[config.mk]
export PLATFORM = sky130hd
export DESIGN_NAME = vote_recorder
export DESIGN_NICKNAME = d
export VERILOG_FILES = /design/src/rtl/vote_recorder.sv
export SDC_FILE = /design/constraint.sdc
export NUM_CORES = 1
export LEC_CHECK = 0
export CAP_MARGIN = 30
export CORE_ASPECT_RATIO = 1.4
export CORE_MARGIN = 10
export CORE_UTILIZATION = 44
export CTS_CLUSTER_DIAMETER = 30
export DETAILED_ROUTE_END_ITERATION = 10
export GPL_TIMING_DRIVEN = 1
export PLACE_DENSITY = 0.66
export SLEW_MARGIN = 20
export SYNTH_ARGS = -nofsm -noshare
export SYNTH_HDL_FRONTEND = slang
export SYNTH_SLANG_ARGS = --single-unit
[constraint.sdc]
create_clock -name clk -period 4.5 [get_ports clk]
set_clock_uncertainty 0.05 [all_clocks]
set_input_delay 0.9 -clock clk [delete_from_list [all_inputs] [get_ports clk]]
set_output_delay 0.9 -clock clk [all_outputs]
set_load 0.005 [all_outputs]
[src/rtl/vote_recorder.sv]
// Debounced four-candidate vote recorder: one vote per clean single-button press
// while in voting mode, with saturating 8-bit tallies and a timed acknowledge.
module vote_recorder #(
    parameter int DEBOUNCE_CYCLES = 16,
    parameter int HOLD_CYCLES     = 100
) (
    input  logic       clk,
    input  logic       rst,
    input  logic       mode,
    input  logic       button1,
    input  logic       button2,
    input  logic       button3,
    input  logic       button4,
    output logic [7:0] candidate1_rcvd_votes,
    output logic [7:0] candidate2_rcvd_votes,
    output logic [7:0] candidate3_rcvd_votes,
    output logic [7:0] candidate4_rcvd_votes,
    output logic       vote_casted
);

    localparam int DW = (DEBOUNCE_CYCLES > 1) ? $clog2(DEBOUNCE_CYCLES) : 1;
    localparam int HW = (HOLD_CYCLES > 1) ? $clog2(HOLD_CYCLES) : 1;
    localparam logic [DW-1:0] DEB_LAST  = DW'(DEBOUNCE_CYCLES - 1);
    localparam logic [HW-1:0] HOLD_LAST = HW'(HOLD_CYCLES - 1);

    typedef enum logic [1:0] {
        ST_IDLE         = 2'd0,
        ST_DEBOUNCE     = 2'd1,
        ST_CAST         = 2'd2,
        ST_WAIT_RELEASE = 2'd3
    } state_t;

    function automatic logic is_onehot(input logic [3:0] v);
        return ($countones(v) == 32'sd1);
    endfunction

    function automatic logic [1:0] onehot_to_idx(input logic [3:0] v);
        logic [1:0] idx;
        case (v)
            4'b0001: idx = 2'd0;
            4'b0010: idx = 2'd1;
            4'b0100: idx = 2'd2;
            4'b1000: idx = 2'd3;
            default: idx = 2'd0;
        endcase
        return idx;
    endfunction

    state_t        state_q, state_d;
    logic [3:0]    sync1_q, sync1_d;
    logic [3:0]    sync2_q, sync2_d;
    logic [3:0]    sel_q, sel_d;
    logic [DW-1:0] deb_cnt_q, deb_cnt_d;
    logic [HW-1:0] hold_cnt_q, hold_cnt_d;
    logic          vote_q, vote_d;
    logic [7:0]    tally_q [4];
    logic [7:0]    tally_d [4];

    logic [3:0]    s;
    logic [1:0]    sel_idx;
    logic [7:0]    sel_tally;

    assign s         = sync2_q;
    assign sel_idx   = onehot_to_idx(sel_q);
    assign sel_tally = tally_q[sel_idx];

    // Two-flop synchronizer stage inputs for the raw buttons.
    always_comb begin
        sync1_d = {button4, button3, button2, button1};
        sync2_d = sync1_q;
    end

    // Next-state, counter and tally update logic.
    always_comb begin
        state_d    = state_q;
        sel_d      = sel_q;
        deb_cnt_d  = deb_cnt_q;
        hold_cnt_d = hold_cnt_q;
        vote_d     = vote_q;
        tally_d    = tally_q;
        case (state_q)
            ST_IDLE: begin
                if (mode || (s == 4'd0)) begin
                    state_d = ST_IDLE;
                end else if (is_onehot(s)) begin
                    state_d   = ST_DEBOUNCE;
                    sel_d     = s;
                    deb_cnt_d = '0;
                end else begin
                    state_d = ST_WAIT_RELEASE;
                end
            end
            ST_DEBOUNCE: begin
                if ((s == sel_q) && !mode) begin
                    if (deb_cnt_q == DEB_LAST) begin
                        // A saturated tally still consumes the press but gives no acknowledge.
                        if (sel_tally != 8'd255) begin
                            tally_d[sel_idx] = sel_tally + 8'd1;
                            vote_d           = 1'b1;
                            hold_cnt_d       = '0;
                            state_d          = ST_CAST;
                        end else begin
                            state_d = ST_WAIT_RELEASE;
                        end
                    end else begin
                        deb_cnt_d = deb_cnt_q + DW'(1);
                    end
                end else if (s == 4'd0) begin
                    state_d = ST_IDLE;
                end else begin
                    state_d = ST_WAIT_RELEASE;
                end
            end
            ST_CAST: begin
                if (hold_cnt_q == HOLD_LAST) begin
                    vote_d  = 1'b0;
                    state_d = ST_WAIT_RELEASE;
                end else begin
                    hold_cnt_d = hold_cnt_q + HW'(1);
                end
            end
            ST_WAIT_RELEASE: begin
                if (s == 4'd0) begin
                    state_d = ST_IDLE;
                end else begin
                    state_d = ST_WAIT_RELEASE;
                end
            end
            default: begin
                state_d = ST_IDLE;
                vote_d  = 1'b0;
            end
        endcase
    end

    // State, synchronizer, counter and tally registers.
    always_ff @(posedge clk or negedge rst) begin
        if (!rst) begin
            state_q    <= ST_IDLE;
            sync1_q    <= 4'd0;
            sync2_q    <= 4'd0;
            sel_q      <= 4'd0;
            deb_cnt_q  <= '0;
            hold_cnt_q <= '0;
            vote_q     <= 1'b0;
            tally_q    <= '{default: 8'd0};
        end else begin
            state_q    <= state_d;
            sync1_q    <= sync1_d;
            sync2_q    <= sync2_d;
            sel_q      <= sel_d;
            deb_cnt_q  <= deb_cnt_d;
            hold_cnt_q <= hold_cnt_d;
            vote_q     <= vote_d;
            tally_q    <= tally_d;
        end
    end

    assign candidate1_rcvd_votes = tally_q[0];
    assign candidate2_rcvd_votes = tally_q[1];
    assign candidate3_rcvd_votes = tally_q[2];
    assign candidate4_rcvd_votes = tally_q[3];
    assign vote_casted           = vote_q;

endmodule
**Run 1: a small window of the routed layout**

Region (39, 63) to (89, 113) µm. Cells in gray, sequential cells in the stronger gray; small squares are vias.
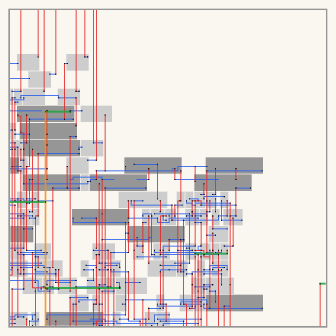
[orange] M4
[green] M3
[red] M2
[blue] M1
cells with their middle in the window: 82
most frequent: nand2_1 (15), dfrtp_1 (12), o21ai_0 (8)
sequential cells in the window: 12
netlist names of flops here include: hold_cnt_q (5), deb_cnt_q (3), candidate2_rcvd_votes (2)

**Run 1: placement by cell class**

Scale: 4 px per µm.
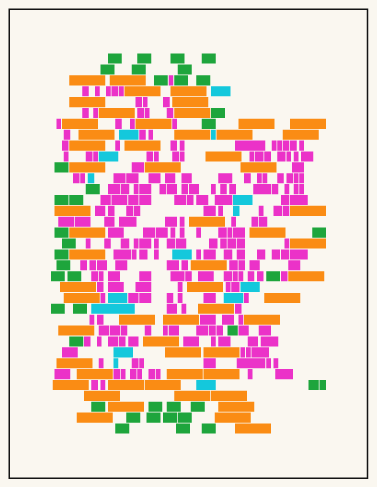
[orange] sequential cells | cells: 58
[green] remaining buffers and delay cells | cells: 41
[magenta] remaining logic cells | cells: 227
[cyan] clock drivers and dummy loads | cells: 15

==> run_summary.xml, run 1 <==
<?xml version="1.0" encoding="UTF-8"?>
<metrics>
  <group name="logic_synthesis">
    <metric name="netlist_top_cells_area" unit="">sky130_fd_sc_hd__dfrtp_1, sky130_fd_sc_hd__o21ai_0, sky130_fd_sc_hd__nand2_1</metric>
    <metric name="yosys.stat.seqShare" unit="%">49.2</metric>
    <metric name="synth-cells-yosys" unit="">299</metric>
    <metric name="synth.lib_cells_used.distinct" unit="">45</metric>
    <metric name="fa_ha_area_share" unit="%">3.22</metric>
    <metric name="synth_area_leader_cell" unit="">sky130_fd_sc_hd__dfrtp_1</metric>
    <metric name="enable_flop_cells" unit="">0</metric>
    <metric name="post_synth_mux_area_share" unit="%">3.01</metric>
    <metric name="synth-main-ff-cell" unit="">sky130_fd_sc_hd__dfrtp_1</metric>
    <metric name="synth_flop_count" unit="">58</metric>
    <metric name="ys_top_logic_family" unit="">simple AND/OR/NAND/NOR gates</metric>
    <metric name="complex_gate_fraction_of_the_synthesized_area" unit="%">15.6</metric>
    <metric name="avgSynthCellArea" unit="µm²">9.86</metric>
    <metric name="synth.top_cell.area_share" unit="%">49.2</metric>
    <metric name="post_synth_and_or_nand_nor_area_fraction" unit="%">20.2</metric>
    <metric name="synth.yosys.warnings" unit="">0</metric>
    <metric name="async_flop_share" unit="%">100</metric>
    <metric name="synth_nets" unit="">313</metric>
    <metric name="syn-cell-area" unit="µm²">2950</metric>
    <metric name="post_synthesis_cell_count" unit="">299</metric>
  </group>
  <group name="sta">
    <metric name="final_min_period_over_clock_period" unit="%">74.8</metric>
    <metric name="fmax" unit="MHz">297</metric>
    <metric name="maxSlewViolCount" unit="">0</metric>
    <metric name="hold_viol" unit="">0</metric>
  </group>
  <group name="layout">
    <metric name="n_multi_input_combinational_cell" unit="">216</metric>
    <metric name="clock_buffer_count" unit="">12</metric>
    <metric name="clockNetworkAreaShare" unit="%">5.23</metric>
    <metric name="sequential_cell_area" unit="µm²">1450</metric>
    <metric name="multiInputGateArea" unit="µm²">1370</metric>
    <metric name="post-route-cell-area" unit="µm²">3540</metric>
    <metric name="area_growth" unit="%">20.1</metric>
    <metric name="inv_count" unit="">11</metric>
    <metric name="layout.area.top_class" unit="">flip-flops and latches</metric>
    <metric name="layout.sequential_cells" unit="">58</metric>
    <metric name="comb_area_share" unit="%">38.7</metric>
    <metric name="antenna_cells_inserted" unit="">0</metric>
    <metric name="seqAreaFraction" unit="%">41.0</metric>
    <metric name="layout.buffer.nonclock.area_share" unit="%">11.3</metric>
    <metric name="finalNetCount" unit="">351</metric>
  </group>
  <group name="critical_path">
    <metric name="timing.reg2reg.setup_slack" unit="ns">1.14</metric>
    <metric name="crit_path_end_kind" unit="">register</metric>
    <metric name="cp_data_required_time" unit="ns">4.67</metric>
    <metric name="worstPathArrival" unit="ns">3.53</metric>
    <metric name="criticalPathCategory" unit="">reg -&gt; reg</metric>
    <metric name="rr_endpoint" unit="">candidate3_rcvd_votes[1]</metric>
    <metric name="worstPathMaxFanout" unit="">16</metric>
    <metric name="critical_path.reg2reg.startpoint" unit="">sel_q[3]</metric>
    <metric name="worst_setup_path_start_kind" unit="">register</metric>
  </group>
  <group name="clock_tree">
    <metric name="post_cts_buffers" unit="">0</metric>
    <metric name="clk_pin_slew" unit="ns">0.06</metric>
    <metric name="cts_sinks" unit="">58</metric>
    <metric name="clock-root-buffer" unit="">sky130_fd_sc_hd__clkbuf_8</metric>
    <metric name="hold_buffers" unit="">0</metric>
    <metric name="post_cts_resized" unit="">0</metric>
    <metric name="worstSkewPairLatency" unit="ns">0.34</metric>
    <metric name="cts_tree" unit="">yes</metric>
    <metric name="numCtsBuffers" unit="">9</metric>
  </group>
  <group name="route">
    <metric name="topRoutingLayerUsed" unit="">met4</metric>
    <metric name="detailedRoute.firstIterationViolations" unit="">49</metric>
    <metric name="drt-wirelength-per-cell" unit="µm">16.8</metric>
    <metric name="drt-total-wl" unit="mm">6.95</metric>
    <metric name="detail_route.vias_per_cell" unit="">5.50</metric>
    <metric name="drt_pass1_iterations" unit="">4</metric>
    <metric name="dr_wl_met3" unit="µm">319</metric>
    <metric name="met2RoutedLength" unit="mm">3.77</metric>
    <metric name="remaining_drc_errors" unit="">0</metric>
    <metric name="drt-met1-wl" unit="mm">2.75</metric>
    <metric name="ant_nets" unit="">0</metric>
    <metric name="detailroute.via_count" unit="">2281</metric>
  </group>
  <group name="die">
    <metric name="fp-utilization" unit="%">44.9</metric>
    <metric name="design.die.area" unit="µm²">10400</metric>
    <metric name="placeable_area" unit="µm²">6570</metric>
    <metric name="die_h" unit="µm">117</metric>
    <metric name="dieWidth" unit="µm">89.2</metric>
  </group>
  <group name="placement">
    <metric name="place.detailed.hpwl" unit="mm">4.98</metric>
    <metric name="port_buffers" unit="">39</metric>
  </group>
  <group name="pwr">
    <metric name="vdd_ir_drop_max" unit="mV">0.307</metric>
    <metric name="leakagePower" unit="nW">1.50</metric>
    <metric name="power.density_cell_area" unit="nW/µm²">470</metric>
  </group>
  <group name="flow_run">
    <metric name="log.warning_count" unit="">27</metric>
    <metric name="max_cap_viol_count" unit="">0</metric>
  </group>
  <group name="hold_path">
    <metric name="holdCritStartpoint" unit="">sync1_q[2]</metric>
    <metric name="hold_path_end" unit="">s[2]</metric>
    <metric name="hold_path_class" unit="">reg -&gt; reg</metric>
  </group>
  <group name="grt">
    <metric name="grt_first_pass_wirelength" unit="mm">11.4</metric>
    <metric name="grt_antenna_before_repair" unit="">0</metric>
  </group>
  <group name="outcome">
    <metric name="run_status" unit="">finished clean</metric>
  </group>
</metrics>
**Run 1: signal wires on met3**

Scale: 4 px per µm. Cells faint in the background.
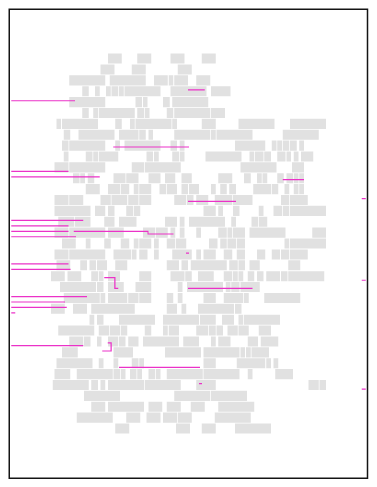
longest straight run: 21.8 µm
nets with wire on the layer: 21
main direction: horizontal
wire length on this layer: 319 µm
share of all routed wire: 4.6%

[run 1: power breakdown]
part | switching, W | leakage, nW | internal [W]
Combinational | 0.000289 | 0.635 | 0.000220
Sequential | 0.000114 | 0.772 | 0.000580
Clock | 0.000194 | 0.0962 | 0.000266
Total | 0.000598 | 1.50 | 0.00107
[run 1: worst max-delay path, delay by kind of cell (launching register included)]
kind / cells / cell delay (ns)
AOI/OAI and AO/OA: 3 / 1.20
muxes: 1 / 0.40
and+or+nand+nor: 1 / 0.74
DFF: 1 / 0.66
xor gates and xnor gates: 1 / 0.18
[run 1: cell usage after synthesis (all sizes together), types with 2 or more instances]
cell type   n
nor2b       4
nand4       3
buf        12
xnor2       4
nor3b      16
xor2       11
o211ai      2
and2        2
a31oi       2
or3         4
mux2        7
nand3       6
nand2b      3
nand2      44
dfrtp      58
nor3        6
nand3b      2
a21oi       3
nor2       18
clkbuf      2
o221ai      5
ha          6
inv        11
o21ai      48
and3b       2
o221a       4
[run 1: through the flow]
stage	util, %	hold slack (ns)	cells	setup slack, ns
2_1_floorplan	-	0.281	299	1.27
3_3_place_gp	51.1	0.283	400	1.18
3_5_place_dp	51.1	0.286	400	1.15
4_1_cts	53.9	0.303	415	1.13
5_1_grt	53.9	0.315	415	0.904
6_report	53.9	0.301	415	1.14
[run 1: layer usage]
layer  track usage [%]  vias to the layer above
met4              6.49                        0
li1                  -                     1119
met2              25.6                       30
met1              14.5                     1122
met3              4.99                       10
met5                 0                        -
[run 1: registers in the layout (all words and copies together), names as in the netlist]
name and flops:
s 4, candidate3_rcvd_votes 8, candidate1_rcvd_votes 8, candidate2_rcvd_votes 8, hold_cnt_q 7, sync1_q 4
deb_cnt_q 4, vote_casted 1, state_q 2, sel_q 4, candidate4_rcvd_votes 8
**Run 1: I/O pins on the die edge**

Scale: 3 px per µm. Pins as bars across the die edge, other pins in gray.
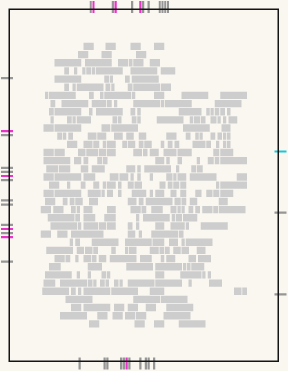

## Run 2: what changed since run 1
PLACE_DENSITY = 0.69   (was 0.66)
clock period = 2.9 ns   (was 4.5 ns; I/O delays follow)
**Run 2: I/O pins on the die edge**

Scale: 3 px per µm. Pins as bars across the die edge, other pins in gray.
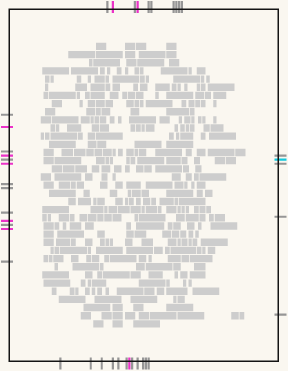
[cyan] vote_casted | pins: 1 | direction: output | edge: right
[magenta] candidate1_rcvd_votes | pins: 8 | direction: output | edge: 5 left, 2 top, 1 bottom

**Run 2: signal wires on met4**

Scale: 3 px per µm. Supply wires on this layer in gray. Cells faint in the background.
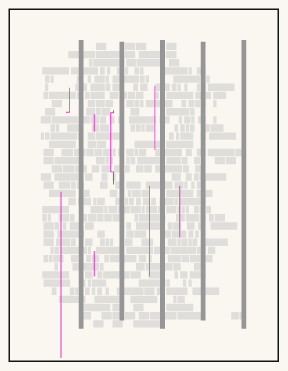
main direction: vertical
longest straight run: 55.1 µm
share of all routed wire: 2.4%

==> run 2 against run 1 <==
Register-to-register slack worse by 1.0 ns. Die area unchanged. Design area up 6.4%. Routed wire length up 2.6%. Worst hold slack worse by 0.0047 ns. First-iteration DRC count up 82%. Final cell count up 6.5%. Critical endpoint unchanged. Highest routed layer unchanged.
==> run_summary.xml, run 2 <==
<?xml version="1.0" encoding="UTF-8"?>
<metrics>
  <group name="critical_path">
    <metric name="worst_setup_path_start_kind" unit="">register</metric>
    <metric name="max_stage_delay" unit="ns">0.58</metric>
    <metric name="cp_data_required_time" unit="ns">3.06</metric>
    <metric name="cp.buffers_inverters" unit="">1</metric>
    <metric name="criticalPathCategory" unit="">reg -&gt; reg</metric>
    <metric name="worstPathArrival" unit="ns">2.93</metric>
    <metric name="crit_path_end_kind" unit="">register</metric>
    <metric name="cpLargestDelayFamily" unit="">AND-OR/OR-AND gates</metric>
  </group>
  <group name="logic_synthesis">
    <metric name="async_flop_share" unit="%">100</metric>
    <metric name="top_cell" unit="">sky130_fd_sc_hd__dfrtp_1</metric>
    <metric name="synth_area_leader_cell" unit="">sky130_fd_sc_hd__dfrtp_1</metric>
    <metric name="syn-cell-area" unit="µm²">2950</metric>
    <metric name="post_synthesis_cell_count" unit="">299</metric>
    <metric name="post_synth_and_or_nand_nor_area_fraction" unit="%">20.2</metric>
    <metric name="synth.lib_cells_used.distinct" unit="">45</metric>
    <metric name="netlist_top_cells_area" unit="">sky130_fd_sc_hd__dfrtp_1, sky130_fd_sc_hd__o21ai_0, sky130_fd_sc_hd__nand2_1</metric>
    <metric name="synth-main-ff-cell" unit="">sky130_fd_sc_hd__dfrtp_1</metric>
    <metric name="complex_gate_fraction_of_the_synthesized_area" unit="%">15.6</metric>
    <metric name="synth.yosys.warnings" unit="">0</metric>
    <metric name="fa_ha_area_share" unit="%">3.22</metric>
    <metric name="synth.cells.most_frequent" unit="">sky130_fd_sc_hd__dfrtp_1, sky130_fd_sc_hd__nand2_1, sky130_fd_sc_hd__o21ai_0</metric>
    <metric name="enable_flop_cells" unit="">0</metric>
    <metric name="synth_nets" unit="">313</metric>
    <metric name="synth_flop_count" unit="">58</metric>
    <metric name="ys_top_logic_family" unit="">simple AND/OR/NAND/NOR gates</metric>
    <metric name="post_synth_mux_area_share" unit="%">3.01</metric>
    <metric name="yosys.stat.seqShare" unit="%">49.2</metric>
    <metric name="synth.top_cell.area_share" unit="%">49.2</metric>
  </group>
  <group name="pwr">
    <metric name="vdd_ir_drop_max" unit="mV">0.397</metric>
    <metric name="power.internal" unit="W">0.00170</metric>
    <metric name="power_frac_seq" unit="%">39.0</metric>
    <metric name="power.density_cell_area" unit="nW/µm²">710</metric>
    <metric name="pwr.group.clock" unit="W">0.000626</metric>
    <metric name="top_power_group" unit="">registers</metric>
    <metric name="power.sequential.total" unit="W">0.00104</metric>
    <metric name="netSwitchingFraction" unit="%">36.6</metric>
    <metric name="comb_power_share" unit="%">37.6</metric>
    <metric name="net-switching-power" unit="W">0.000978</metric>
    <metric name="leakagePower" unit="nW">1.63</metric>
    <metric name="p_clk_share" unit="%">23.4</metric>
  </group>
  <group name="die">
    <metric name="fp-utilization" unit="%">44.9</metric>
    <metric name="design.die.area" unit="µm²">10400</metric>
    <metric name="die_h" unit="µm">117</metric>
    <metric name="placeable_area" unit="µm²">6570</metric>
  </group>
  <group name="placement">
    <metric name="post-place-cells" unit="">423</metric>
    <metric name="port_buffers" unit="">39</metric>
    <metric name="place.detailed.hpwl" unit="mm">5.26</metric>
  </group>
  <group name="sta">
    <metric name="hold_viol" unit="">0</metric>
    <metric name="maxSlewViolCount" unit="">0</metric>
    <metric name="fmax" unit="MHz">361</metric>
    <metric name="final_min_period_over_clock_period" unit="%">95.5</metric>
  </group>
  <group name="layout">
    <metric name="area_growth" unit="%">27.7</metric>
    <metric name="post-route-cell-area" unit="µm²">3770</metric>
    <metric name="post_layout_nonfiller_instances" unit="">442</metric>
    <metric name="finalNetCount" unit="">377</metric>
    <metric name="antenna_cells_inserted" unit="">0</metric>
  </group>
  <group name="route">
    <metric name="ant_nets" unit="">0</metric>
    <metric name="detailedRoute.firstIterationViolations" unit="">89</metric>
    <metric name="detailroute.via_count" unit="">2441</metric>
    <metric name="drt-total-wl" unit="mm">7.14</metric>
    <metric name="detail_route.vias_per_cell" unit="">5.52</metric>
  </group>
  <group name="grt">
    <metric name="grt_antenna_before_repair" unit="">0</metric>
    <metric name="grt_first_pass_wirelength" unit="mm">12.0</metric>
  </group>
  <group name="clock_tree">
    <metric name="clock-root-buffer" unit="">sky130_fd_sc_hd__clkbuf_8</metric>
    <metric name="numCtsBuffers" unit="">9</metric>
    <metric name="cts_tree" unit="">yes</metric>
    <metric name="clk_pin_slew" unit="ns">0.06</metric>
    <metric name="cts_sinks" unit="">58</metric>
  </group>
  <group name="flow_run">
    <metric name="max_cap_viol_count" unit="">0</metric>
  </group>
  <group name="hold_path">
    <metric name="hold_path_class" unit="">reg -&gt; reg</metric>
  </group>
  <group name="outcome">
    <metric name="run_status" unit="">finished clean</metric>
  </group>
</metrics>
run 2: repair_timing:
| item | CTS | global route |
|---|---|---|
| gates resized | 2 | 6 |
| pin swaps | 1 | 4 |
| buffers inserted | 2 | 1 |
| setup endpoints to repair | 1 | 33 |
| hold buffers | 0 | 0 |
run 2: routing by layer:
metal / global-route usage, % / share of wire [%] / up-vias
met1: 16.2 / 42 / 1183
met3: 4.22 / 4.4 / 17
met5: 0 / 0 / -
met2: 25.0 / 52 / 58
met4: 7.98 / 2.4 / 0
li1: - / - / 1183
run 2: final timing paths:
kind | depth (start not counted) | to | from
min in group asynchronous | 2 | s[2] | rst
min | 0 | s[1] | sync1_q[1]
min reg2reg | 0 | s[1] | sync1_q[1]
max | 7 | candidate3_rcvd_votes[1] | sel_q[2]
max in group asynchronous | 2 | sel_q[1] | rst
max reg2reg | 7 | candidate3_rcvd_votes[1] | sel_q[2]
run 2: through the flow:
stage	setup WS [ns]	util (%)	hold WS [ns]	TNS [ns]	power [W]
2_1_floorplan	0.0409	-	0.234	0	0.00172
3_3_place_gp	0.0671	53.9	0.284	0	0.00202
3_5_place_dp	-0.0226	53.9	0.285	-0.0226	0.00204
4_1_cts	0.0580	56.8	0.298	0	0.00269
5_1_grt	-0.0128	57.3	0.307	-0.0128	0.00287
6_report	0.131	57.3	0.296	0	0.00267
run 2: cell type report:
cell class | instances | area (µm²)
Clock buffer | 13 | 149
Clock inverter | 3 | 15.0
Fill cell | 584 | 2800
Inverter | 11 | 41.3
Multi-Input combinational cell | 216 | 1420
Sequential cell | 58 | 1450
Tap cell | 74 | 92.6
Timing Repair Buffer | 67 | 596
**Run 2: signal wires on met3**

Scale: 4 px per µm. Cells faint in the background.
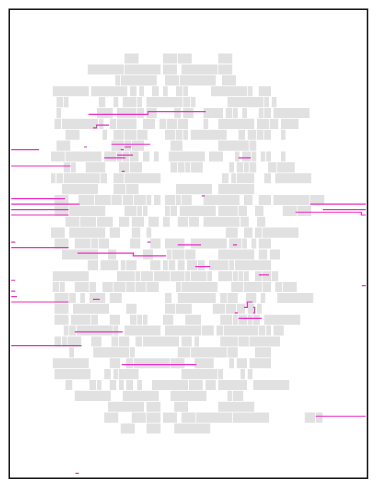

## Run 3: what changed since run 2
SKIP_LAST_GASP = 1   (was default)
**Run 3: signal wires on met3**

Scale: 4 px per µm. Cells faint in the background.
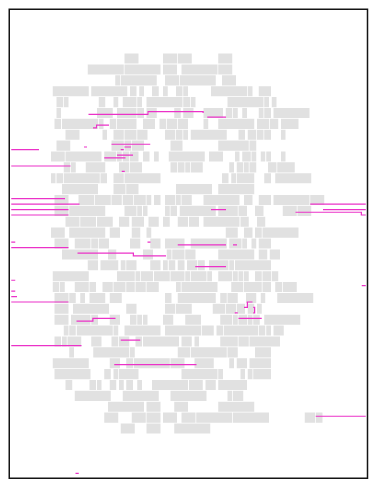
main direction: horizontal
wire length on this layer: 332 µm
share of all routed wire: 4.7%
vias post-DR: 2438
DRT Wirelength: 7.14 mm
met3 track utilization from global routing: 4.22%

**Run 3: a small window of the routed layout**

Region (39, 63) to (89, 113) µm. Cells in gray, sequential cells in the stronger gray; small squares are vias.
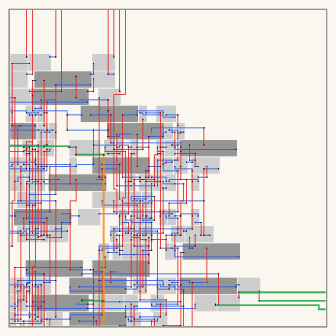
[red] M2
[green] M3
[orange] M4
[blue] M1
most frequent: nand2_1 (17), dfrtp_1 (15), clkdlybuf4s50_1 (11)
netlist names of flops here include: hold_cnt_q (7), candidate2_rcvd_votes (3), candidate3_rcvd_votes (2)
sequential cells in the window: 15
cells with their middle in the window: 94

==> run 3 against run 2 <==
Worst setup slack got worse by 0.050 ns. Area after synthesis did not move. Die area did not move. Clock power rose by 0.6%. Critical path depth rose by 5. Count of clock-buffer cells in the layout did not move. Critical endpoint is now deb_cnt_q[3]. Fmax fell by 1.8%. Register-to-register slack got worse by 0.05 ns. Via count fell by 0.12%. Global-route usage did not move.
==> run_summary.xml, run 3 <==
<?xml version="1.0" encoding="UTF-8"?>
<metrics>
  <group name="outcome">
    <metric name="run_status" unit="">finished clean</metric>
  </group>
  <group name="sta">
    <metric name="total_negative_setup_slack" unit="ns">0</metric>
    <metric name="fmax" unit="MHz">355</metric>
    <metric name="hold_viol" unit="">0</metric>
    <metric name="final_min_period_over_clock_period" unit="%">97.2</metric>
    <metric name="minimum_setup_slack_in_the_final_design" unit="ns">0.0804</metric>
    <metric name="maxSlewViolCount" unit="">0</metric>
  </group>
  <group name="logic_synthesis">
    <metric name="syn-cell-area" unit="µm²">2950</metric>
    <metric name="synth_nets" unit="">313</metric>
    <metric name="post_synth_mux_area_share" unit="%">3.01</metric>
    <metric name="post_synth_and_or_nand_nor_area_fraction" unit="%">20.2</metric>
    <metric name="top_cell" unit="">sky130_fd_sc_hd__dfrtp_1</metric>
    <metric name="post_synthesis_cell_count" unit="">299</metric>
    <metric name="async_flop_share" unit="%">100</metric>
    <metric name="synth.yosys.warnings" unit="">0</metric>
    <metric name="synth-main-ff-cell" unit="">sky130_fd_sc_hd__dfrtp_1</metric>
    <metric name="synth_area_leader_cell" unit="">sky130_fd_sc_hd__dfrtp_1</metric>
    <metric name="yosys.stat.seqShare" unit="%">49.2</metric>
    <metric name="netlist_top_cells_area" unit="">sky130_fd_sc_hd__dfrtp_1, sky130_fd_sc_hd__o21ai_0, sky130_fd_sc_hd__nand2_1</metric>
  </group>
  <group name="die">
    <metric name="die_h" unit="µm">117</metric>
    <metric name="placeable_area" unit="µm²">6570</metric>
  </group>
  <group name="grt">
    <metric name="grt_first_pass_wirelength" unit="mm">12.0</metric>
  </group>
  <group name="layout">
    <metric name="area_growth" unit="%">27.3</metric>
    <metric name="finalNetCount" unit="">377</metric>
  </group>
  <group name="critical_path">
    <metric name="worstPathArrival" unit="ns">3.00</metric>
    <metric name="max_stage_delay" unit="ns">0.52</metric>
    <metric name="cp_data_required_time" unit="ns">3.08</metric>
    <metric name="worst_setup_path_start_kind" unit="">register</metric>
    <metric name="cp.buffers_inverters" unit="">2</metric>
    <metric name="crit_path_end_kind" unit="">register</metric>
    <metric name="cpLargestDelayFamily" unit="">simple AND/OR/NAND/NOR gates</metric>
    <metric name="criticalPathCategory" unit="">reg -&gt; reg</metric>
  </group>
  <group name="clock_tree">
    <metric name="post_cts_resized" unit="">2</metric>
    <metric name="clk_pin_slew" unit="ns">0.06</metric>
    <metric name="post_cts_buffers" unit="">2</metric>
    <metric name="numCtsBuffers" unit="">9</metric>
    <metric name="hold_buffers" unit="">0</metric>
    <metric name="cts_tree" unit="">yes</metric>
  </group>
  <group name="pwr">
    <metric name="vdd_ir_drop_max" unit="mV">0.396</metric>
    <metric name="power.density_cell_area" unit="nW/µm²">713</metric>
  </group>
  <group name="flow_run">
    <metric name="max_cap_viol_count" unit="">0</metric>
  </group>
  <group name="placement">
    <metric name="pre_cts_ws" unit="ns">-0.0226</metric>
    <metric name="port_buffers" unit="">39</metric>
  </group>
  <group name="route">
    <metric name="detail_route.vias_per_cell" unit="">5.52</metric>
  </group>
</metrics>
run 3: path summary, 6_finish.rpt:
path	start	end	slack [ns]	depth (start not counted)
setup / recovery	s[0]	deb_cnt_q[3]	0.08	12
hold / removal	sync1_q[1]	s[1]	0.30	0
setup reg to reg	s[0]	deb_cnt_q[3]	0.08	12
hold reg to reg	sync1_q[1]	s[1]	0.30	0
max in group asynchronous	rst	sel_q[1]	1.96	2
min in group asynchronous	rst	s[2]	0.32	2
run 3: stage by stage:
stage / instances / utilization [%] / area (µm²)
floorplan: 299 / - / 2960
finish: 442 / 57.1 / 3750
CTS: 441 / 56.8 / 3730
global route: 442 / 57.1 / 3750
global placement: 423 / 53.9 / 3540
detailed placement: 423 / 53.9 / 3540
run 3: cell type report:
| type | count | area (µm²) |
|---|---|---|
| Sequential cell | 58 | 1450 |
| Timing Repair Buffer | 67 | 596 |
| Clock buffer | 13 | 149 |
| Multi-Input combinational cell | 216 | 1410 |
| Inverter | 11 | 41.3 |
| Clock inverter | 3 | 15.0 |
| Fill cell | 584 | 2820 |
| Tap cell | 74 | 92.6 |
run 3: cell families after synthesis:
logic type / Yosys count
AND-OR/OR-AND: 70
buffers and inverters: 25
multiplexers: 8
AND/OR/NAND/NOR: 116
XOR/XNOR: 15
flip-flops: 58
adder cells (fa/ha/maj): 7
run 3: layer usage:
layer  global-route usage, %  up-vias  routed length, µm  part of all wire, %
met3                    4.22       18                332                  4.6
met2                    25.0       54               3680                   51
li1                        -     1182                  -                    -
met1                    16.2     1184               2950                   41
met4                    7.98        0                186                  2.6
met5                       0        -                  0                    0
run 3: report_power, final:
group / internal, W / switching, W / total [W]
Sequential: 0.000903 / 0.000139 / 0.00104
Clock: 0.000329 / 0.000301 / 0.000630
Combinational: 0.000461 / 0.000540 / 0.00100
Total: 0.00169 / 0.000981 / 0.00267

==> notes/layouts.md <==
Pictures saved along the way, in no particular order.

The clock network.
(a)
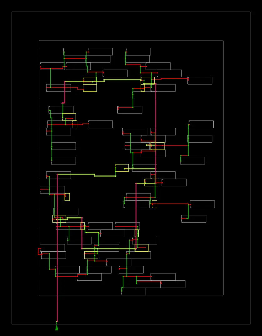
(b)
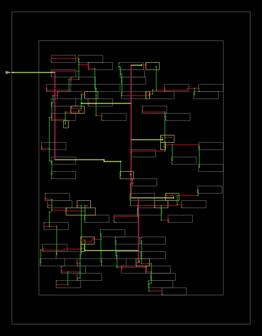
| picture | from |
|---|---|
| (b) | run 1 |
| (a) | run 3 |

Power figures rest on the tool's default switching activity, not on a simulated workload.
